==> config.mk <==
export PLATFORM = sky130hd
export DESIGN_NAME = if_id_skid_buffer
export DESIGN_NICKNAME = d
export VERILOG_FILES = /design/src/rtl/pipe_pkg.sv /design/src/rtl/pipe_entry_reg.sv /design/src/rtl/if_id_skid_buffer.sv
export SDC_FILE = /design/constraint.sdc
export NUM_CORES = 1
export LEC_CHECK = 0
export ABC_CLOCK_PERIOD_IN_PS = 2500
export CAP_MARGIN = 20
export CORE_ASPECT_RATIO = 0.7
export CORE_UTILIZATION = 30
export CTS_CLUSTER_DIAMETER = 60
export DETAILED_ROUTE_END_ITERATION = 8
export HOLD_SLACK_MARGIN = 0.06
export PLACE_DENSITY = 0.53
export SLEW_MARGIN = 30
export SYNTH_ARGS = -nofsm -noshare
export SYNTH_HDL_FRONTEND = slang
export SYNTH_HIERARCHICAL = 1
export SYNTH_SLANG_ARGS = --single-unit
==> constraint.sdc <==
create_clock -name clk -period 2.5 [get_ports clk]
set_clock_uncertainty 0.1 [all_clocks]
set_input_delay 0.5 -clock clk [delete_from_list [all_inputs] [get_ports clk]]
set_output_delay 0.5 -clock clk [all_outputs]
set_load 0.01 [all_outputs]
==> src/rtl/pipe_pkg.sv <==
// Shared types for the IF/ID boundary: skid buffer state, default bubble, entry layout.
package pipe_pkg;

  typedef enum logic [1:0] {
    EMPTY = 2'd0,
    ONE   = 2'd1,
    FULL  = 2'd2
  } buf_state_e;

  localparam int PIPE_DW = 16;
  localparam logic [PIPE_DW-1:0] NOP_INSTR_DEF = 16'h0000;

  typedef struct packed {
    logic [PIPE_DW-1:0] pc;
    logic [PIPE_DW-1:0] instr;
  } if_id_entry_t;

endpackage

==> src/rtl/pipe_entry_reg.sv <==
// Load-enable register holding one {pc, instr} entry; clears on synchronous reset.
module pipe_entry_reg #(
  parameter int W = 32
) (
  input  logic         clk,
  input  logic         reset,
  input  logic         ld,
  input  logic [W-1:0] d,
  output logic [W-1:0] q
);

  always_ff @(posedge clk) begin
    if (reset)   q <= '0;
    else if (ld) q <= d;
  end

endmodule

==> src/rtl/if_id_skid_buffer.sv <==
// IF/ID 2-entry skid buffer: fetch_ready comes straight from a flop, so decode_ready
// never reaches fetch combinationally. Flush empties the buffer; stall cycles are counted.
module if_id_skid_buffer
  import pipe_pkg::*;
#(
  parameter int                    DATA_WIDTH = 16,
  parameter logic [DATA_WIDTH-1:0] NOP_INSTR  = NOP_INSTR_DEF,
  parameter int                    CNT_WIDTH  = 16
) (
  input  logic                  clk,
  input  logic                  reset,
  input  logic [DATA_WIDTH-1:0] fetch_pc,
  input  logic [DATA_WIDTH-1:0] fetch_instr,
  input  logic                  fetch_valid,
  output logic                  fetch_ready,
  input  logic                  flush,
  output logic [DATA_WIDTH-1:0] decode_pc,
  output logic [DATA_WIDTH-1:0] decode_instr,
  output logic                  decode_valid,
  input  logic                  decode_ready,
  output logic [CNT_WIDTH-1:0]  stall_count
);

  localparam int EW = 2 * DATA_WIDTH;
  localparam logic [CNT_WIDTH-1:0] CNT_MAX = '1;

  buf_state_e    state, state_nxt;
  logic [EW-1:0] fetch_ent, main_d, main_q, skid_q;
  logic          in_fire, out_fire, main_ld, skid_ld;

  assign fetch_ent = {fetch_pc, fetch_instr};
  assign in_fire   = fetch_valid & fetch_ready;
  assign out_fire  = decode_valid & decode_ready;

  always_comb begin
    state_nxt = state;
    main_ld   = 1'b0;
    skid_ld   = 1'b0;
    main_d    = fetch_ent;
    case (state)
      EMPTY: if (in_fire) begin
        state_nxt = ONE;
        main_ld   = 1'b1;
      end
      ONE: begin
        if (in_fire && out_fire) main_ld = 1'b1;
        else if (in_fire) begin
          state_nxt = FULL;
          skid_ld   = 1'b1;
        end else if (out_fire) state_nxt = EMPTY;
      end
      FULL: if (out_fire) begin
        state_nxt = ONE;
        main_ld   = 1'b1;
        main_d    = skid_q;
      end
      default: state_nxt = EMPTY;
    endcase
    // Handshakes still complete on both sides, but nothing accepted survives a flush.
    if (flush) begin
      state_nxt = EMPTY;
      main_ld   = 1'b0;
      skid_ld   = 1'b0;
    end
  end

  always_ff @(posedge clk) begin
    if (reset) begin
      state        <= EMPTY;
      fetch_ready  <= 1'b1;
      decode_valid <= 1'b0;
    end else begin
      state        <= state_nxt;
      fetch_ready  <= (state_nxt != FULL);
      decode_valid <= (state_nxt != EMPTY);
    end
  end

  always_ff @(posedge clk) begin
    if (reset) stall_count <= '0;
    else if (decode_valid && !decode_ready && stall_count != CNT_MAX)
      stall_count <= stall_count + 1'b1;
  end

  pipe_entry_reg #(.W(EW)) u_main (
    .clk   (clk),
    .reset (reset),
    .ld    (main_ld),
    .d     (main_d),
    .q     (main_q)
  );

  pipe_entry_reg #(.W(EW)) u_skid (
    .clk   (clk),
    .reset (reset),
    .ld    (skid_ld),
    .d     (fetch_ent),
    .q     (skid_q)
  );

  assign decode_pc    = main_q[EW-1 -: DATA_WIDTH];
  assign decode_instr = decode_valid ? main_q[DATA_WIDTH-1:0] : NOP_INSTR;

endmodule

==> results.txt <==
On the backend side, the flow ran end to end.

The run finished with clean final reports. The number of hold buffers added after CTS was 0. Among all flip-flop cells after synthesis, the most frequent one is dfxtp_1. The share of power burned in registers stands at 0.451. The maximum cell stage delay along the critical path stands at 0.54 ns. The worst hold margin stands at 0.386 ns. Of all the cell area in the finished design, non-clock buffers hold 0.194. The chip area from the yosys synthesis statistics stands at 3870 um2. The dominant power group in this design is clock. The internal power stands at 0.00244 W. TritonRoute output was used to compute an average wire per cell of 14.0 um. Per the post-synthesis stats, the area per cell is 9.99 um2.

The final hold violation count stands at 0. The Yosys step of the flow raised 6 warnings. The overall power after layout stands at 0.00310 W. The final critical-path share of the clock period stands at 0.917. The slew at the pin closest to its max-slew limit stands at 0.736 ns.

Of the post-synthesis cell area, the dominant cell type holds 0.435. The count of library flops with an enable pin stands at 0. Summed over all combinational cells, the power is 0.000291 W. The floorplan die width stands at 138 um.

The count of unresolved DRC violations after routing stands at 0. The via count of the first global-routing pass was 2,893. The distinct cell type count after synthesis stands at 37. In this run the number of H-tree levels came out at 3. The layer flagged by global routing as most heavily used is met2. The total setup buffers inserted after CTS stands at 0. The clock sink count stands at 84. Looking at the hold checks, the worst path lands on u_skid/q[29]. The fraction of final cell area spent on clock buffers and inverters in this run is 0.0608.

The script extracted a net switching power of 0.000659 W. The final layout report lists a clock buffer count of 11. The number of antenna diodes stands at 0. The share of synthesized cell area in and-or and or-and compound cells stands at 0.0495. Routed signal wires occupy layers up through met4. Once detailed placement completed, the half-perimeter wirelength came to 6.12 mm. The largest voltage drop on the vdd net stands at 0.262 mV. TritonCTS built the clock tree. By count the netlist is led by dfxtp_1 (84), nor2_1 (74), mux2i_1 (65). Data on the critical path arrives at its endpoint at 1.69 ns. The sequential cell power stands at 0.00140 W. The synthesized netlist occupies a cell area of 3870 um2. The main area contributors are dfxtp_1 (43%), mux2i_1 (17%), mux2_2 (10%), nor2_1 (7.2%), buf_12 (3.1%). The launch point of the critical path was reported as decode_valid. The switching part of the total power stands at 0.213. The clock transition at the registers of the reported paths stands at 0.06 ns. CTS added clock buffers totalling 9. The leakage power figure stands at 1.86 nW.

87 I/O pins were placed. Ranked by total area, the top cell class in this layout is logic gates. Per the post-route antenna check, the number of violating nets is 0. The critical path ends at decode_instr[13]. The maximum number of pins on one net before global-route repair stands at 48. For this block, the routed nets add up to 8.93 mm of wire. Registers represent a cell area share of 0.323. The cell count after synthesis came out at 387. Along the critical path, the tally of buffer and inverter instances is 2. Setup slack on the worst reg-to-reg path comes out at 0.31 ns.

After synthesis, the largest family of logic cells by area is multiplexers. Of the total power, combinational logic draws 0.094. The number of core rows stands at 34. The critical path crosses 3 cells after its start point. Detailed routing placed a total of 3.77 mm of wire on met2.

The share of the Yosys chip area taken by registers is 0.435. The core box area stands at 12,500 um2. The OpenROAD report gives the critical path a required time of 1.90 ns. Multi-input logic gates represent a cell area share of 0.380. The y dimension of the die stands at 97.0 um. The post-place setup slack stands at -0.0964 ns. For this run, the post-layout net count is 512. STA classifies the critical path startpoint as a register.

Once the clock tree was built, the resizer swapped 0 gates to a different size. Summing over every cut layer, the via total after detailed routing is 2,941. The first-pass GRT wire length stands at 14.6 mm. The most frequently used library cell after synthesis is dfxtp_1. The count of cells in the finished layout, fillers not included, comes to 640. Setup total negative slack on the finished layout was measured at 0 ns. The number of antenna violations at the first check in global routing stands at 0. The critical path in this run is classified as reg2out. Walking the worst path, the cells encountered are buf_4 > and2_1 > clkdlybuf4s50_1. The registers reported with the highest flop counts are u_main/q: 32 flops, u_skid/q: 32 flops, stall_count: 16 flops. Pins over their slew limit in the final report were tallied at 0.

Per the timing report, the most critical flop-to-flop path finishes at stall_count[15]. The synthesized design spends more area on one cell type than any other, namely dfxtp_1. The final setup violation count stands at 0. The clock period minus final worst setup slack stands at 2.29 ns. The number of sequential cells stands at 84. No sink is reached through more buffers than the 2 on the longest clock path. STA classifies the critical path endpoint as a primary output. Checking hold timing, the worst path is listed with class reg2reg.

The worst register-to-register path begins at stall_count[8]. For this run, the top clock speed supported by timing is 436 MHz. Wire segments on met3 add up to 527 um in the final route.

The kind of cell with the highest combined delay along the critical path is buffers and inverters. The adder and majority cell fraction of the synthesized area stands at 0.00324. Routability-driven placement finished with a final weighted congestion of 0.769. The global-route track usage on met2 stands at 0.211.

The register bit count reported by yosys stands at 84. The slowest stage of the critical path belongs to the cell clkdlybuf4s50_1. In the log, the iteration count for the first detailed-route pass is 6. Input and output buffers added on the ports amount to 86.

The number of warning messages in the logs stands at 26. The total cell area at the placement stage stands at 4890 um2. The area of the multi-input gates stands at 1980 um2. Per the CTS log, the root buffer master is clkbuf_16. Max fanout on the critical path was recorded as 15. Setup repair after global routing left no endpoint under its margin.

The launch point of the worst min-delay path is recorded as u_skid/q[29]. The chip footprint stands at 13,400 um2. Checking max transition, the worst relative margin is 0.509. The number of well taps stands at 162. For reference, the mux area share after synthesis is 0.273.

Recorded from the global router log, the overflow total was 0. The share of final-layout standard cells stronger than drive strength 1 stands at 0.149. The average vias per placed instance stands at 4.60. The fraction of the core area occupied by cells at floorplan stands at 0.309.

Leaving out the clock tree, the finished layout contains an inverter count of 3. 276 cells are multi-input combinational gates. Once iteration 0 of detailed routing completed, the report listed 105 DRC markers. The area fraction in xor and xnor cells stands at 0. The power per unit of standard cell area stands at 595 nW/um2.

The synth_stat.txt file lists the number of cells as 387. Logic depth along the worst register-to-register path is recorded as 4. The number of filler cells placed in the layout stands at 1,243. At floorplan, the net count of the design was reported as 425. The routed length on met1 stands at 4.57 mm. The placed instance count stands at 625. The max-capacitance violation count stands at 0.

The cell-mix breakdown from Yosys lists the simple-gate area share as 0.182.
[cells in the final DEF, fill, tap and decap left out, types with 9 or more instances in the layout]
cell type        Yosys  routed
a21oi_1             13      13
buf_4                0      10
clkdlybuf4s50_1      0      85
and2_1              17      17
clkbuf_16            0       9
nor2_1              74      73
dfxtp_1             84      83
mux2i_1             65      65
mux2_2              35      35
[worst reg2reg max path: stages (launching register included)]
cell and delay (ns):
dfxtp_1 0.45, nand4_1 0.23, or4_1 0.60, or4_1 0.49, o211a_1 0.22
[kinds of logic (layout without fill, tap and decap cells)]
family / after synthesis / in the layout
AOI/OAI and AO/OA: 30 / 30
adders and majority gates: 1 / 1
buffers and inverters: 27 / 118
DFF: 84 / 84
muxes: 101 / 101
and+or+nand+nor: 144 / 144
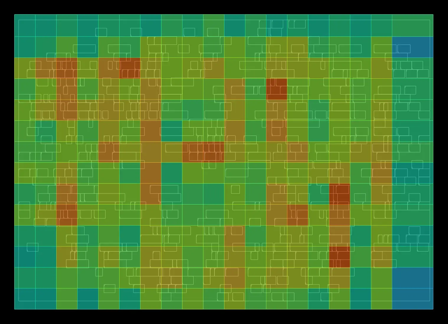
Figure 1: track usage over the die.
global-route usage over all layers: 0.141
global-route track usage on met3: 0.0461
GRT met1 Usage: 0.194
core occupancy in the finished layout: 0.416

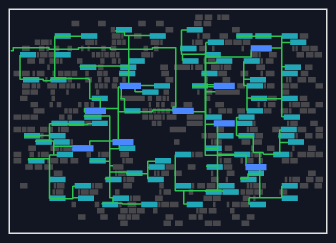
Figure 2: routed clock nets over the placement.
- blue: clock-net drivers (count 9)
- green: clock wires (length 1,120 um)
- cyan: flip-flops (count 84)
- routed clock nets: 10
- flops lie: widely spread
clock insertion delay at the later pin of the skew report: 0.33 ns
power dissipated in the clock network: 0.00141 W
clock network power share: 0.455

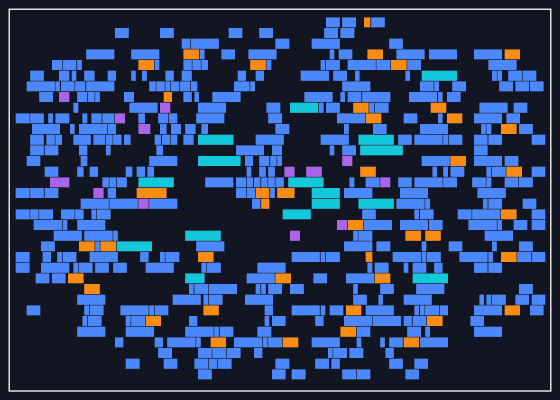
Figure 3: sizing map.
- cyan: x6 and larger (cells 16; most used clkbuf_16)
- orange: x2 (cells 42; most used mux2_2)
- blue: x1 and smaller (cells 407; most used clkdlybuf4s50_1)
- purple: x3 and x4 (cells 13; most used buf_4)
Setup WS post-layout: 0.208 ns
Syn-to-layout area delta: 34.6%
Final Cell Area: 5200 um2
non-clock buffer count: 100

Power is estimated from default activity; no workload was simulated.
